power_grid.png
The bar under the picture is 50 µm long. Pins as bars on the die edge. Tap cells in grey.
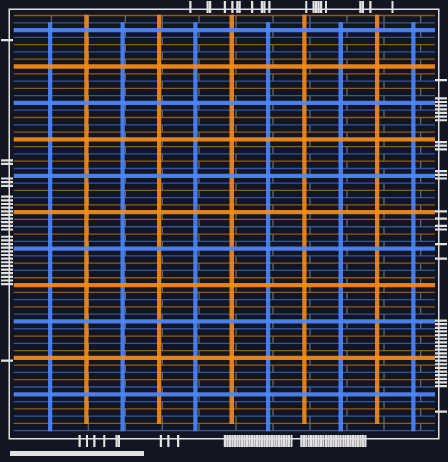
placement_by_type.png
The bar under the picture is 50 µm long.
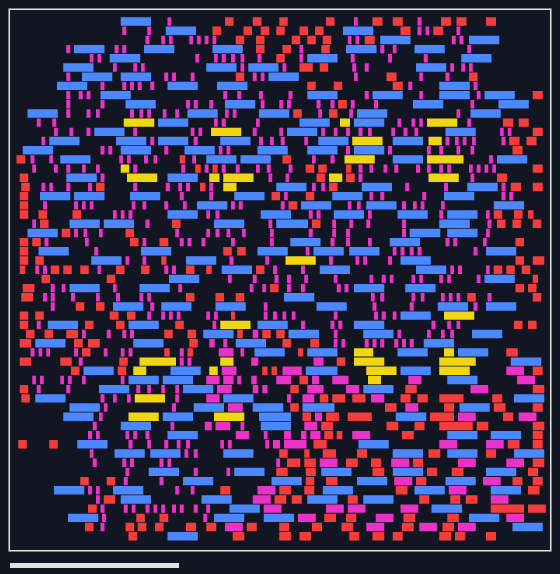
### src/rtl/conv_pkg.sv
// Shared types and constants for the 3x3 convolution window feeder.
// Tap order is row-major: a0 is top-left (oldest row, oldest column).
// a8 is bottom-right (the newest pixel).
package conv_pkg;

    typedef enum logic [2:0] {
        IDLE  = 3'd0,
        FILL  = 3'd1,
        ISSUE = 3'd2,
        WAIT  = 3'd3,
        OUT   = 3'd4
    } state_t;

    localparam int WIN_TAPS = 9;

    localparam int TAP_A0 = 0;
    localparam int TAP_A1 = 1;
    localparam int TAP_A2 = 2;
    localparam int TAP_A3 = 3;
    localparam int TAP_A4 = 4;
    localparam int TAP_A5 = 5;
    localparam int TAP_A6 = 6;
    localparam int TAP_A7 = 7;
    localparam int TAP_A8 = 8;

endpackage

### src/rtl/line_buffer3.sv
// Two-row line buffer with a 3x3 window shift register.
// Each shift_en pulse pushes one pixel into the structure.
// - row_mid delays by one image row.
// - row_top delays by a further row.
// The window gains a new right-hand column {row_top, row_mid, pixel}.
module line_buffer3
    import conv_pkg::*;
#(
    parameter int DATA_WIDTH = 8,
    parameter int IMG_W      = 8
) (
    input  logic                           clk,
    input  logic                           rst_n,
    input  logic                           shift_en,
    input  logic [DATA_WIDTH-1:0]          pix_data,
    output logic [WIN_TAPS*DATA_WIDTH-1:0] win_flat
);

    logic [DATA_WIDTH-1:0] row_mid [IMG_W];
    logic [DATA_WIDTH-1:0] row_top [IMG_W];
    logic [DATA_WIDTH-1:0] taps    [WIN_TAPS];

    // Row delays and window shift, all advanced together by one accepted pixel
    always_ff @(posedge clk or negedge rst_n) begin
        if (!rst_n) begin
            for (int i = 0; i < IMG_W; i++) begin
                row_mid[i] <= '0;
                row_top[i] <= '0;
            end
            for (int t = 0; t < WIN_TAPS; t++) begin
                taps[t] <= '0;
            end
        end else if (shift_en) begin
            row_mid[0] <= pix_data;
            row_top[0] <= row_mid[IMG_W-1];
            for (int i = 1; i < IMG_W; i++) begin
                row_mid[i] <= row_mid[i-1];
                row_top[i] <= row_top[i-1];
            end
            // top row: pixel from two rows ago, same column
            taps[TAP_A0] <= taps[TAP_A1];
            taps[TAP_A1] <= taps[TAP_A2];
            taps[TAP_A2] <= row_top[IMG_W-1];
            // middle row: pixel from one row ago, same column
            taps[TAP_A3] <= taps[TAP_A4];
            taps[TAP_A4] <= taps[TAP_A5];
            taps[TAP_A5] <= row_mid[IMG_W-1];
            // bottom row: the incoming pixel
            taps[TAP_A6] <= taps[TAP_A7];
            taps[TAP_A7] <= taps[TAP_A8];
            taps[TAP_A8] <= pix_data;
        end
    end

    // Pack taps with a0 in the least significant bits
    always_comb begin
        win_flat = '0;
        for (int t = 0; t < WIN_TAPS; t++) begin
            win_flat[t*DATA_WIDTH +: DATA_WIDTH] = taps[t];
        end
    end

endmodule

### src/rtl/conv_window_feeder.sv
// Feeds 3x3 windows of a raster pixel stream to a serial conv engine.
// It returns each engine result on a valid/ready stream.
// Optional feature: define CONV_RELU_EN to clamp negative results to 0.
//
// Handshake semantics (pixel and result streams): a transfer happens on a
// rising edge where valid and ready are both high. valid, once raised, holds
// its data until that transfer. ready may be driven freely.
module conv_window_feeder
    import conv_pkg::*;
#(
    parameter int DATA_WIDTH = 8,
    parameter int ACC_WIDTH  = 32,
    parameter int IMG_W      = 8,
    parameter int IMG_H      = 8
) (
    input  logic                           clk,
    input  logic                           rst_n,
    input  logic                           pix_valid,
    output logic                           pix_ready,
    input  logic [DATA_WIDTH-1:0]          pix_data,
    output logic [WIN_TAPS*DATA_WIDTH-1:0] win_flat,
    output logic                           conv_start,
    input  logic                           conv_done,
    input  logic [ACC_WIDTH-1:0]           conv_result,
    output logic                           out_valid,
    input  logic                           out_ready,
    output logic [ACC_WIDTH-1:0]           out_data,
    output logic                           frame_done,
    output logic [2:0]                     dbg_state
);

    localparam int COL_W = (IMG_W > 1) ? $clog2(IMG_W) : 1;
    localparam int ROW_W = (IMG_H > 1) ? $clog2(IMG_H) : 1;
    localparam logic [COL_W-1:0] COL_LAST = COL_W'(IMG_W - 1);
    localparam logic [ROW_W-1:0] ROW_LAST = ROW_W'(IMG_H - 1);
    localparam logic [COL_W-1:0] COL_TWO  = COL_W'(2);
    localparam logic [ROW_W-1:0] ROW_TWO  = ROW_W'(2);

    state_t               state;
    state_t               state_next;
    logic [COL_W-1:0]     col;
    logic [ROW_W-1:0]     row;
    logic                 pix_fire;
    logic                 win_ok;
    logic                 last_win;
    logic                 out_fire;
    logic [ACC_WIDTH-1:0] result_next;

    assign pix_fire  = pix_valid && (state == FILL);
    assign win_ok    = (row >= ROW_TWO) && (col >= COL_TWO);
    assign out_fire  = (state == OUT) && out_ready;
    assign dbg_state = state;

    line_buffer3 #(
        .DATA_WIDTH (DATA_WIDTH),
        .IMG_W      (IMG_W)
    ) u_line_buffer3 (
        .clk      (clk),
        .rst_n    (rst_n),
        .shift_en (pix_fire),
        .pix_data (pix_data),
        .win_flat (win_flat)
    );

    // State register
    always_ff @(posedge clk or negedge rst_n) begin
        if (!rst_n) state <= IDLE;
        else        state <= state_next;
    end

    // Next-state logic: one window is in flight at a time
    always_comb begin
        state_next = state;
        case (state)
            IDLE:    state_next = FILL;
            FILL:    if (pix_fire && win_ok) state_next = ISSUE;
            ISSUE:   state_next = WAIT;
            WAIT:    if (conv_done) state_next = OUT;
            OUT:     if (out_ready) state_next = FILL;
            default: state_next = IDLE;
        endcase
    end

    // State-decoded outputs
    always_comb begin
        pix_ready  = 1'b0;
        conv_start = 1'b0;
        out_valid  = 1'b0;
        case (state)
            FILL:    pix_ready  = 1'b1;
            ISSUE:   conv_start = 1'b1;
            OUT:     out_valid  = 1'b1;
            default: ;
        endcase
    end

    // Raster position of the next pixel; wraps to 0,0 after the last pixel
    always_ff @(posedge clk or negedge rst_n) begin
        if (!rst_n) begin
            col <= '0;
            row <= '0;
        end else if (pix_fire) begin
            if (col == COL_LAST) begin
                col <= '0;
                row <= (row == ROW_LAST) ? '0 : row + 1'b1;
            end else begin
                col <= col + 1'b1;
            end
        end
    end

    // Remember whether the in-flight window is the last one of the frame
    always_ff @(posedge clk or negedge rst_n) begin
        if (!rst_n) begin
            last_win <= 1'b0;
        end else if (pix_fire && win_ok) begin
            last_win <= (row == ROW_LAST) && (col == COL_LAST);
        end
    end

    // Optional rectification of the engine result
    always_comb begin
        result_next = conv_result;
`ifdef CONV_RELU_EN
        if (conv_result[ACC_WIDTH-1]) result_next = '0;
`else
        result_next = conv_result;
`endif
    end

    // Result register: loaded only in WAIT, so it is frozen while out_valid is high
    always_ff @(posedge clk or negedge rst_n) begin
        if (!rst_n) begin
            out_data <= '0;
        end else if ((state == WAIT) && conv_done) begin
            out_data <= result_next;
        end
    end

    // Frame completion pulse, one cycle after the last result transfer
    always_ff @(posedge clk or negedge rst_n) begin
        if (!rst_n) frame_done <= 1'b0;
        else        frame_done <= out_fire && last_win;
    end

endmodule

### config.mk
export PLATFORM = sky130hd
export DESIGN_NAME = conv_window_feeder
export DESIGN_NICKNAME = d
export VERILOG_FILES = /design/src/rtl/conv_pkg.sv /design/src/rtl/line_buffer3.sv /design/src/rtl/conv_window_feeder.sv
export SDC_FILE = /design/constraint.sdc
export NUM_CORES = 1
export LEC_CHECK = 0
export CELL_PAD_IN_SITES_DETAIL_PLACEMENT = 1
export CELL_PAD_IN_SITES_GLOBAL_PLACEMENT = 2
export CORE_MARGIN = 1
export CORE_UTILIZATION = 32
export CTS_CLUSTER_DIAMETER = 40
export CTS_CLUSTER_SIZE = 12
export DETAILED_ROUTE_END_ITERATION = 16
export GPL_ROUTABILITY_DRIVEN = 0
export GPL_TIMING_DRIVEN = 0
export PLACE_DENSITY_LB_ADDON = 0.15
export SLEW_MARGIN = 30
export SYNTH_ARGS = -nofsm -noshare
export SYNTH_HDL_FRONTEND = slang
export SYNTH_SLANG_ARGS = --single-unit
export TNS_END_PERCENT = 30
### constraint.sdc
create_clock -name clk -period 1.8 [get_ports clk]
set_input_delay 0.54 -clock clk [delete_from_list [all_inputs] [get_ports clk]]
set_output_delay 0.54 -clock clk [all_outputs]
set_load 0.02 [all_outputs]
==> flow_metrics.py <==
# Flow results
metrics = {
    "outcome": {
        "status": "complete, but fails checks",
        "failed_checks": "negative hold slack, negative setup slack",
    },
    "sta": {
        "setup_viol": 2,
        "hold_violations": 2,
        "setup-tns-final_ns": -0.0969,
        "fin_crit_ns": 1.86,
        "finClkSkew_ns": 0.0120,
        "final_max_slew_viol_count": 0,
        "hold_slack_ns": -0.00218,
        "worst_slack_ns": -0.0589,
        "fmax_mhz": 538,
    },
    "clock_network": {
        "ctsHoldBuffers": 0,
        "cts_max_level": 4,
        "clock-sinks": 195,
        "clkSlewWorstSetupHoldPaths_ns": 0.08,
        "numCtsBuffers": 17,
    },
    "routing": {
        "met2_length_um": 9910,
        "drt-initial-drc-count": 194,
        "wl_met3_um": 807,
        "post_drt_wl_per_cell_um": 15.1,
        "vias_per_cell": 4.38,
        "routed_wirelength_um": 20400,
        "top_layer": "met4",
    },
    "pwr": {
        "p_clk_uw": 4150,
        "pwr-share-seq_pct": 37.2,
        "power_leakage_uw": 0.00599,
        "p_int_uw": 11900,
        "largestPowerGroup": "combinational logic",
        "seq-power_uw": 7180,
        "p_per_area_nw_per_um2": 1800,
    },
    "final_layout": {
        "drive_gt1_share_pct": 24.0,
        "logic_gates": 527,
        "ff_count": 195,
        "mostFrequentLayoutCells": "463 x nand2_1, 191 x dfrtp_1, 122 x buf_4, 57 x dlygate4sd2_1, 43 x clkdlybuf4s50_1",
        "n_all_buffers": 268,
        "ff_latch_area_um2": 4880,
        "clkbuf_count": 17,
        "area_dominant_class": "flip-flops and latches",
        "comb_share_pct": 23.4,
    },
    "logic_synthesis": {
        "adder_share_pct": 0.785,
        "area_leaders": "dfrtp_1 61%, nand2_1 22%, mux2_4 5.5%, buf_4 4.8%, buf_2 1.9%",
        "xor_area_share_pct": 0,
        "ys_types": 28,
        "yosysChipArea_um2": 7970,
    },
    "worst_setup_path": {
        "crit_path_start_kind": "flip-flop",
        "cp.depth": 3,
        "max_stage_delay_ns": 0.46,
        "crit_fanout": 5,
        "crit_start": "dbg_state[0]$_DFFE_PN0P_",
        "endpoint": "pix_ready",
    },
    "global_routing": {
        "gr-total-overflow": 0,
        "grt_max_degree": 80,
        "grt_pass1_wl_um": 34800,
        "antenna_found_initial": 0,
    },
    "placed_design": {
        "dpl_cell_area_um2": 9990,
    },
    "die": {
        "dieArea_um2": 25500,
        "fp_util_pct": 32.7,
    },
}
## Picture notes: power_grid.png
- blue: VSS
- orange: VDD
- met5 straps: 11
- met1 rails: 58
- signal pins: 156
- rows: 57
VDD IR max: 0.000688 V
Die Span X: 160 µm
Core ar.: 24400 µm²
die height: 160 µm

## Picture notes: placement_by_type.png
- magenta: combinational and other logic (cells 530)
- yellow: clock drivers and dummy loads (cells 32)
- red: remaining buffers and delay cells (cells 268)
- blue: sequential cells (cells 195)
flop share of the area: 45.6%
fin util: 43.9%
number of cell rows: 57
design area: 10700 µm²

Power and IR drop assume default switching activity.
